### Clock wiring as the flow saved it, run 1

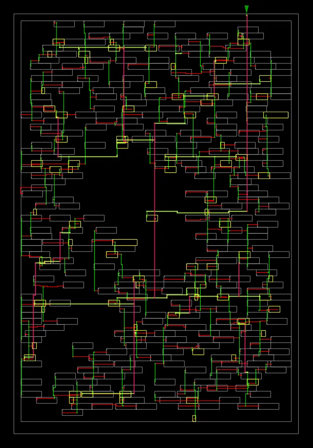
### Metal 1, run 1

Supply wires on this layer in grey.
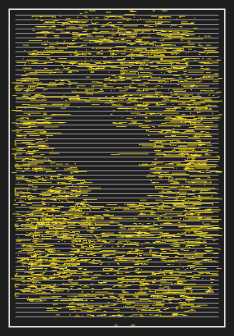
### A small window of the routed layout, run 1

Scale bar: 10 um. Region (49, 79) to (79, 109) um. Cells in grey, sequential cells in the stronger grey; small squares are vias.
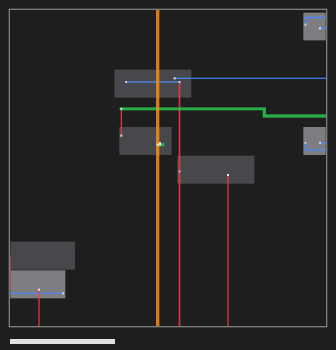
`config.mk`:
```
export PLATFORM = sky130hd
export DESIGN_NAME = conv_window_3x3
export DESIGN_NICKNAME = d
export VERILOG_FILES = /design/src/rtl/conv_window_3x3.sv
export SDC_FILE = /design/constraint.sdc
export NUM_CORES = 1
export LEC_CHECK = 0
export CORE_ASPECT_RATIO = 1.5
export CORE_MARGIN = 3
export CORE_UTILIZATION = 53
export CTS_BUF_LIST = sky130_fd_sc_hd__clkbuf_8
export DETAILED_ROUTE_END_ITERATION = 10
export PLACE_DENSITY = 0.83
export SKIP_LAST_GASP = 1
export SYNTH_ARGS = -nofsm -noshare
export SYNTH_HDL_FRONTEND = slang
export SYNTH_SLANG_ARGS = --single-unit
```
`constraint.sdc`:
```
create_clock -name clock -period 3.65 [get_ports clock]
set_clock_uncertainty 0.15 [all_clocks]
set_input_delay 0.73 -clock clock [delete_from_list [all_inputs] [get_ports clock]]
set_output_delay 0.73 -clock clock [all_outputs]
set_load 0.1 [all_outputs]
```
`src/rtl/conv_window_3x3.sv`:
```
// 3x3 sliding-window builder fed by two cascaded line taps; emits stride-aligned,
// fully-inside windows with output-map coordinates and frame first/last markers.
module conv_window_3x3 #(
  parameter int WIDTH  = 16,
  parameter int COLS   = 224,
  parameter int ROWS   = 224,
  parameter int STRIDE = 1,
  localparam int CW    = $clog2(COLS),
  localparam int RW    = $clog2(ROWS)
) (
  input  logic               clock,
  input  logic               reset,
  input  logic               iclear,
  input  logic               ivalid,
  input  logic [WIDTH-1:0]   row0,
  input  logic [WIDTH-1:0]   row1,
  input  logic [WIDTH-1:0]   row2,
  output logic               ovalid,
  output logic [9*WIDTH-1:0] owindow,
  output logic [RW-1:0]      orow,
  output logic [CW-1:0]      ocol,
  output logic               ofirst,
  output logic               olast
);

  localparam int PW = (STRIDE > 1) ? $clog2(STRIDE) : 1;
  localparam int LC = 2 + STRIDE * ((COLS - 3) / STRIDE);
  localparam int LR = 2 + STRIDE * ((ROWS - 3) / STRIDE);

  logic [9*WIDTH-1:0] tap_r;
  logic [9*WIDTH-1:0] tap_nxt_s;
  logic [CW-1:0]      col_r;
  logic [RW-1:0]      row_r;
  logic [PW-1:0]      cph_r;
  logic [PW-1:0]      rph_r;
  logic [CW-1:0]      oc_r;
  logic [RW-1:0]      or_r;
  logic               ovalid_r;
  logic [9*WIDTH-1:0] owindow_r;
  logic [RW-1:0]      orow_r;
  logic [CW-1:0]      ocol_r;
  logic               ofirst_r;
  logic               olast_r;
  logic               last_col_s;
  logic               last_row_s;
  logic               col_ge2_s;
  logic               row_ge2_s;
  logic               cph_wrap_s;
  logic               rph_wrap_s;
  logic               emit_s;
  logic               first_s;
  logic               last_s;

  // Shifted taps and emit/position decode for the current beat
  always_comb begin
    tap_nxt_s  = {row2, tap_r[8*WIDTH +: WIDTH], tap_r[7*WIDTH +: WIDTH],
                  row1, tap_r[5*WIDTH +: WIDTH], tap_r[4*WIDTH +: WIDTH],
                  row0, tap_r[2*WIDTH +: WIDTH], tap_r[1*WIDTH +: WIDTH]};
    last_col_s = (col_r == CW'(COLS - 1));
    last_row_s = (row_r == RW'(ROWS - 1));
    col_ge2_s  = (col_r >= CW'(2));
    row_ge2_s  = (row_r >= RW'(2));
    cph_wrap_s = (cph_r == PW'(STRIDE - 1));
    rph_wrap_s = (rph_r == PW'(STRIDE - 1));
    emit_s     = col_ge2_s && row_ge2_s && (cph_r == PW'(0)) && (rph_r == PW'(0));
    first_s    = (row_r == RW'(2)) && (col_r == CW'(2));
    last_s     = (row_r == RW'(LR)) && (col_r == CW'(LC));
  end

  // Tap shift, position/phase counters and registered window outputs
  always_ff @(posedge clock or negedge reset) begin
    if (!reset) begin
      tap_r     <= '0;
      col_r     <= '0;
      row_r     <= '0;
      cph_r     <= '0;
      rph_r     <= '0;
      oc_r      <= '0;
      or_r      <= '0;
      ovalid_r  <= 1'b0;
      owindow_r <= '0;
      orow_r    <= '0;
      ocol_r    <= '0;
      ofirst_r  <= 1'b0;
      olast_r   <= 1'b0;
    end else if (iclear) begin
      col_r    <= '0;
      row_r    <= '0;
      cph_r    <= '0;
      rph_r    <= '0;
      oc_r     <= '0;
      or_r     <= '0;
      ovalid_r <= 1'b0;
    end else if (ivalid) begin
      tap_r    <= tap_nxt_s;
      ovalid_r <= emit_s;
      if (emit_s) begin
        owindow_r <= tap_nxt_s;
        orow_r    <= or_r;
        ocol_r    <= oc_r;
        ofirst_r  <= first_s;
        olast_r   <= last_s;
      end
      // oc_r/or_r hold the map index the next aligned column/row will carry
      if (last_col_s) begin
        col_r <= '0;
        cph_r <= '0;
        oc_r  <= '0;
        if (last_row_s) begin
          row_r <= '0;
          rph_r <= '0;
          or_r  <= '0;
        end else begin
          row_r <= row_r + RW'(1);
          if (row_ge2_s) begin
            rph_r <= rph_wrap_s ? PW'(0) : rph_r + PW'(1);
            if (rph_r == PW'(0)) begin
              or_r <= or_r + RW'(1);
            end
          end
        end
      end else begin
        col_r <= col_r + CW'(1);
        if (col_ge2_s) begin
          cph_r <= cph_wrap_s ? PW'(0) : cph_r + PW'(1);
          if (cph_r == PW'(0)) begin
            oc_r <= oc_r + CW'(1);
          end
        end
      end
    end else begin
      ovalid_r <= 1'b0;
    end
  end

  assign ovalid  = ovalid_r;
  assign owindow = owindow_r;
  assign orow    = orow_r;
  assign ocol    = ocol_r;
  assign ofirst  = ofirst_r;
  assign olast   = olast_r;

endmodule

```
==> results.txt, run 1 <==
impl run done, here's what came out: run status=finished, final reports clean, initial core utilization=53.9%, row count=66, Max Cap Viol=0, Synthesized Nets=803, DR pass1 iterations=5, Post-CTS Resized=0, Seq. cell area=7280 um^2, maximum vdd drop=0.386 mV, placed insts=1209, Main logic family=multiplexers, ANT cells=0, fillcell total=1466, Post-synth EDFFs=0, largest net degree at the start of global routing=97, Worst EP arrival=2060 ps, Clock Latency Late Sink=530 ps, first-pass GRT wire length=39.6 mm, count of tool warnings=28, critical path's largest stage delay=1160 ps, mean post-synth cell area=15.7 um^2, count leader, synth=dfrtp_1, Fmax=340 MHz, Core ar.=21700 um^2, yosys synthesis chip area=11700 um^2, Power Density=500 nW/um^2, initial antenna violation count=0, Slowest cell on crit path=clkdlybuf4s50_1, final hold vios=0, CP Launch Point=owindow[109], GRT Util Overall=20.3%, FF-to-FF path depth=7, number of global-route vias before repair=7611, Dominant cell area share=62.2%, Max Transition Viols Final=0, Comb area=4190 um^2, # Cells Yosys=745, WP buf/inv=1, global route total overflow=0, DIE WIDTH=127 um, Post-synth ARST share=100%, fraction of layout cells with a size suffix above 1=38.9%, # hold bufs at CTS=0, startpoint type of the worst setup path=register, critical-path cell list=clkdlybuf4s50_1, placed inst area=14100 um^2, Worst path top cell family by delay=buffers and inverters, DRC errors left=0, Clock Path Buffers=3, yosys xor share=0.673%, Setup violations, final=0, crit path capture type=primary output, Synth Register Bits=291, wire length per cell=18.5 um, Basic Gates by Area=4.12%, Worst path depth=1, Reg2Reg Setup Slack=1010 ps, Synth top cells by count=291 x dfrtp_1, 177 x mux2_2, 79 x mux2_4, Setup Crit Path Kind=reg2out, setup TNS=0 ps, P_leak=6.93 nW, Area Overhead vs Synth=27.9%, fin crit period=2940 ps, Critical Path End=owindow[109], IO buf count=214, peak fanout along the critical path=2, Max-Slew Margin vs Limit=26.1%, Dominant Register Cell=dfrtp_1, hpwl dp=16.3 mm, HP Class=in2async, IO Pins=215, register share after synthesis=62.2%, die area=24000 um^2, aoi share=3.10%, RSZ-0062 raised after global routing=false, Mapped Area=11700 um^2, mux frac, synth=27.1%, reg2reg end=owindow[143], Final Cycle Share=80.6%, GP Congestion=0.783, FF-to-FF Start=row_r[0], clk root buf=clkbuf_8, post-synth top area cell=dfrtp_1, synth warn=0, Adder-Cell Fraction of Synth Area=0.641%, worst path required time=2770 ps, Pwr Total=7.48 mW, Vias=6918, Routed Antenna Nets=0, CTS clock-pin slew for the worst setup and hold paths=60 ps, setup bufs post-CTS=0, CTS HTree Levels=2, worst-margin pin slew=1110 ps, fin area=15000 um^2, DR iter-0 viols=231, final wirelength=23.8 mm, Unique cell types=47, Synth area leaders=dfrtp_1 62%, mux2_2 17%, mux2_4 10%, CTS tree=built, nets=1040, post-synthesis cell count=745, DR vias/cell=5.38, final non-filler cell total=1287, Die H=188 um
About 'Clock wiring as the flow saved it':
clock buffers: 54
Clk power: 2.68 mW
flop count: 291
Inserted Clock Buffers: 43
CTS sink count: 291

About 'Metal 1':
main direction: horizontal
longest straight run: 30.8 um
share of all routed wire: 38%

About 'A small window of the routed layout':
legend:
  green:
    layer: met3
  blue:
    layer: met1
  orange:
    layer: met4
  red:
    layer: met2
netlist names of flops here include: col_r (1)
cells with their middle in the window: 5
sequential cells in the window: 1
most frequent: buf_12 (2)

run 1: report_power, final:
part	leakage (nW)	switching [mW]	internal, mW
registers	3.83	0.163	3.51
logic	2.58	0.719	0.413
clock network	0.518	1.20	1.48
total	6.93	2.08	5.40
run 1: sequential cells by signal, indices dropped and copies added, names as in the netlist:
signal	cells
owindow	144
orow	8
ocol	8
ofirst	1
ovalid	1
oc_r	8
olast	1
or_r	8
tap_r	96
col_r	8
row_r	8
run 1: cell usage in the layout, fill, tap and decap left out, types with 10 or more instances in the layout:
cell	instances
mux2_2	177
clkbuf_8	54
clkdlybuf4s50_1	167
nand2_1	13
mux2_4	79
or3_1	10
o21ai_0	12
inv_1	17
a21oi_1	20
dfrtp_1	291
nand3_1	11
buf_4	55
nor2_1	12
clkinv_2	11
run 1: worst min path at each step:
stage	start	end
global placement	tap_r[77]	owindow[61]
CTS	reset	owindow[121]
finish	reset	owindow[134]
detailed placement	tap_r[25]	owindow[9]
global route	reset	tap_r[118]
floorplan	reset	col_r[0]
run 1: final cells by class:
type	instances	area share (%)
Sequential cell	291	48.6
Multi-Input combinational cell	409	27.9
Timing Repair Buffer	230	15.0
Clock buffer	54	4.96
Tap cell	272	2.27
Clock inverter	24	1.04
Inverter	7	0.209
run 1: per-layer routing:
metal,track usage [%],vias up,wire length [um]
met5,0,-,0
met3,3.70,44,972
met2,37.2,176,13200
met4,6.61,0,613
met1,23.6,3544,9060
li1,-,3154,-
run 1: per-stage QoR:
stage,util [%],setup WS [ps],hold WS [ps]
after floorplan,-,996,284
final,69.0,710,34.3
after global placement,64.8,576,330
after detailed placement,64.8,520,336
after CTS,69.0,663,27.4
after global routing,69.0,642,46.8
--- run 2 (diff from run 1) ---
--- a/config.mk
+++ b/config.mk
@@ -7,10 +7,10 @@
 export LEC_CHECK = 0
 export CORE_ASPECT_RATIO = 1.5
 export CORE_MARGIN = 3
-export CORE_UTILIZATION = 53
+export CORE_UTILIZATION = 49
 export CTS_BUF_LIST = sky130_fd_sc_hd__clkbuf_8
 export DETAILED_ROUTE_END_ITERATION = 10
-export PLACE_DENSITY = 0.83
+export PLACE_DENSITY = 0.8
 export SKIP_LAST_GASP = 1
 export SYNTH_ARGS = -nofsm -noshare
 export SYNTH_HDL_FRONTEND = slang
==> constraint.sdc (replaced) <==
create_clock -name clock -period 2.7 [get_ports clock]
set_clock_uncertainty 0.15 [all_clocks]
set_input_delay 0.54 -clock clock [delete_from_list [all_inputs] [get_ports clock]]
set_output_delay 0.54 -clock clock [all_outputs]
set_load 0.1 [all_outputs]
### M4 wires, run 2

Supply wires on this layer in grey.
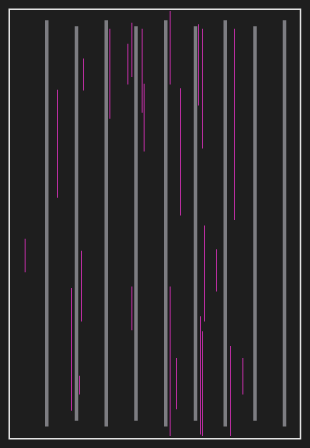
longest straight run: 87.0 um
nets with wire on the layer: 16
wire length on this layer: 928 um
share of all routed wire: 3.9%
main direction: vertical

### Nets reached from selected ports, run 2

Scale bar: 50 um.
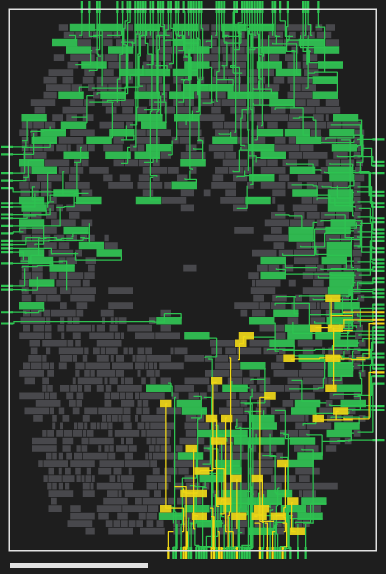
legend:
  yellow:
    port: row1
    direction: input
    end_cells: 32
    buffers: 16
    wire: 747 um
  green:
    port: owindow
    direction: output
    end_cells: 144
    buffers: 144
    wire: 5820 um

==> results.txt, run 2 <==
impl run done, here's what came out: Post-synth ARST share=100%, placed insts=1269, post-route core utilization=64.0%, synth warn=0, worst path required time=2960 ps, initial core utilization=50.4%, Mapped Area=11700 um^2, final worst setup slack=132 ps, max FFs per register=144, register share after synthesis=62.2%, mean post-synth cell area=15.7 um^2, Fmax=389 MHz, IO buf count=214, global route total overflow=0, reg2reg end=owindow[130], switching pwr=2.82 mW, Vias=6955, Max Cap Viol=0, HP Class=reg2reg, maximum vdd drop=0.464 mV, Synth top cells by count=291 x dfrtp_1, 177 x mux2_2, 79 x mux2_4, initial antenna violation count=0, Setup violations, final=0, RSZ-0062 raised after global routing=false, Max-Slew Margin vs Limit=55.2%, fillcell total=1722, count leader, synth=dfrtp_1, Clock Path Buffers=3, Routed Antenna Nets=0, Sequential Power Share=49.6%, Critical Path End=owindow[130], Worst EP arrival=2830 ps, sw frac=28.2%, row count=68, IO Pins=215, fraction of layout cells with a size suffix above 1=51.0%, Die H=195 um, Setup Crit Path Kind=reg2reg, wire length per cell=17.9 um, die area=25800 um^2, fin crit period=2570 ps, # hold bufs at CTS=1, CTS tree=built, worst-margin pin slew=671 ps, Pwr Total=10.0 mW, cell-internal power=7.19 mW, Power Density=673 nW/um^2, placed inst area=14000 um^2, Reg2Reg Setup Slack=130 ps, setup bufs post-CTS=0, Synth area leaders=dfrtp_1 62%, mux2_2 17%, mux2_4 10%, Hold Slack=347 ps, hpwl dp=16.8 mm, post-synthesis cell count=745, Final Cycle Share=95.1%, DRC errors left=0, largest net degree at the start of global routing=72, peak fanout along the critical path=18, Core ar.=23200 um^2, Max Transition Viols Final=0, fin area=14900 um^2, DIE WIDTH=132 um, Dominant Register Cell=dfrtp_1, final non-filler cell total=1347, most frequent cells in the layout=291 x dfrtp_1, 188 x buf_4, 177 x mux2_2, GP Congestion=0.810, final wirelength=24.1 mm, hold_sp=tap_r[20], number of global-route vias before repair=7575, Comb power frac=15.1%, yosys synthesis chip area=11700 um^2, run status=finished, final reports clean, DR vias/cell=5.16, setup TNS=0 ps, CP Launch Point=row_r[1], P_leak=7.24 nW, DR iter-0 viols=321, FF-to-FF Start=row_r[1], Post-synth EDFFs=0, Commonest Layout Cell=dfrtp_1, count of tool warnings=28, DR pass1 iterations=4, CTS clock-pin slew for the worst setup and hold paths=60 ps, Clock Latency Late Sink=570 ps, crit path capture type=register, Post-CTS Resized=0, Inserted Clock Buffers=44, Synth Register Bits=291, Synthesized Nets=803, CTS sink count=291, Clk network pwr share=35.3%, CTS HTree Levels=2, # Cells Yosys=745, ANT cells=0, post-synth top area cell=dfrtp_1, Dominant cell area share=62.2%, Area Overhead vs Synth=27.0%, first-pass GRT wire length=39.7 mm, FF-to-FF path depth=7, startpoint type of the worst setup path=register, final hold vios=0, nets=1059, setup slack after placement=-76.4 ps, Unique cell types=47, clk root buf=clkbuf_8, GRT Util Overall=18.8%
==> run 2: cell counts after synthesis <==
No cell type changed its count.
==> run 2: metal layers <==
layer	routed length (um)	track usage, %	vias to the layer above
met3	1110	4.28	56
met2	12900	33.7	174
li1	-	-	3180
met5	0	0	-
met1	9160	21.3	3545
met4	927	8.78	0
==> run 2: power by group through the flow <==
stage | sequential, mW | clock (mW) | combinational, mW
finish | 4.96 | 3.54 | 1.51
global route | 5.01 | 3.87 | 1.59
global placement | 5.02 | 0 | 1.50
detailed placement | 5.04 | 0 | 1.53
CTS | 4.96 | 3.65 | 1.53
floorplan | 5.62 | 0 | 0.446
==> run 2: final cells by class <==
cell class / count / area (um^2) / share of cell area [%]
clock buffer: 58 / 798 / 5.37
clock inverter: 19 / 83.8 / 0.564
inverter: 7 / 31.3 / 0.210
multi-input combinational: 409 / 4190 / 28.1
sequential: 291 / 7280 / 49.0
tap: 315 / 394 / 2.65
timing repair buffer: 248 / 2100 / 14.1
==> run 2: cell families after synthesis <==
group	share of synthesized area [%]
AOI/OAI and AO/OA	3.10
xor gates and xnor gates	0.673
adders and majority gates	0.641
buffers and inverters	2.17
DFF	62.2
muxes	27.1
and+or+nand+nor	4.12
==> run 2: worst min path at each step <==
stage	end	slack, ps	depth (start not counted)
floorplan	col_r[0]	90	0
global placement	owindow[5]	330	1
detailed placement	owindow[109]	340	1
global route	tap_r[20]	360	1
CTS	owindow[12]	350	1
finish	owindow[4]	350	1
==> run 2: worst max-delay path: stages, from the launching register on <==
cell,delay [ps]
dfrtp_1,440
ha_1,240
or4_1,530
o21bai_4,160
or2_1,200
inv_6,130
buf_4,230
mux2_4,320
Power figures rest on the tool's default switching activity, not on a simulated workload.
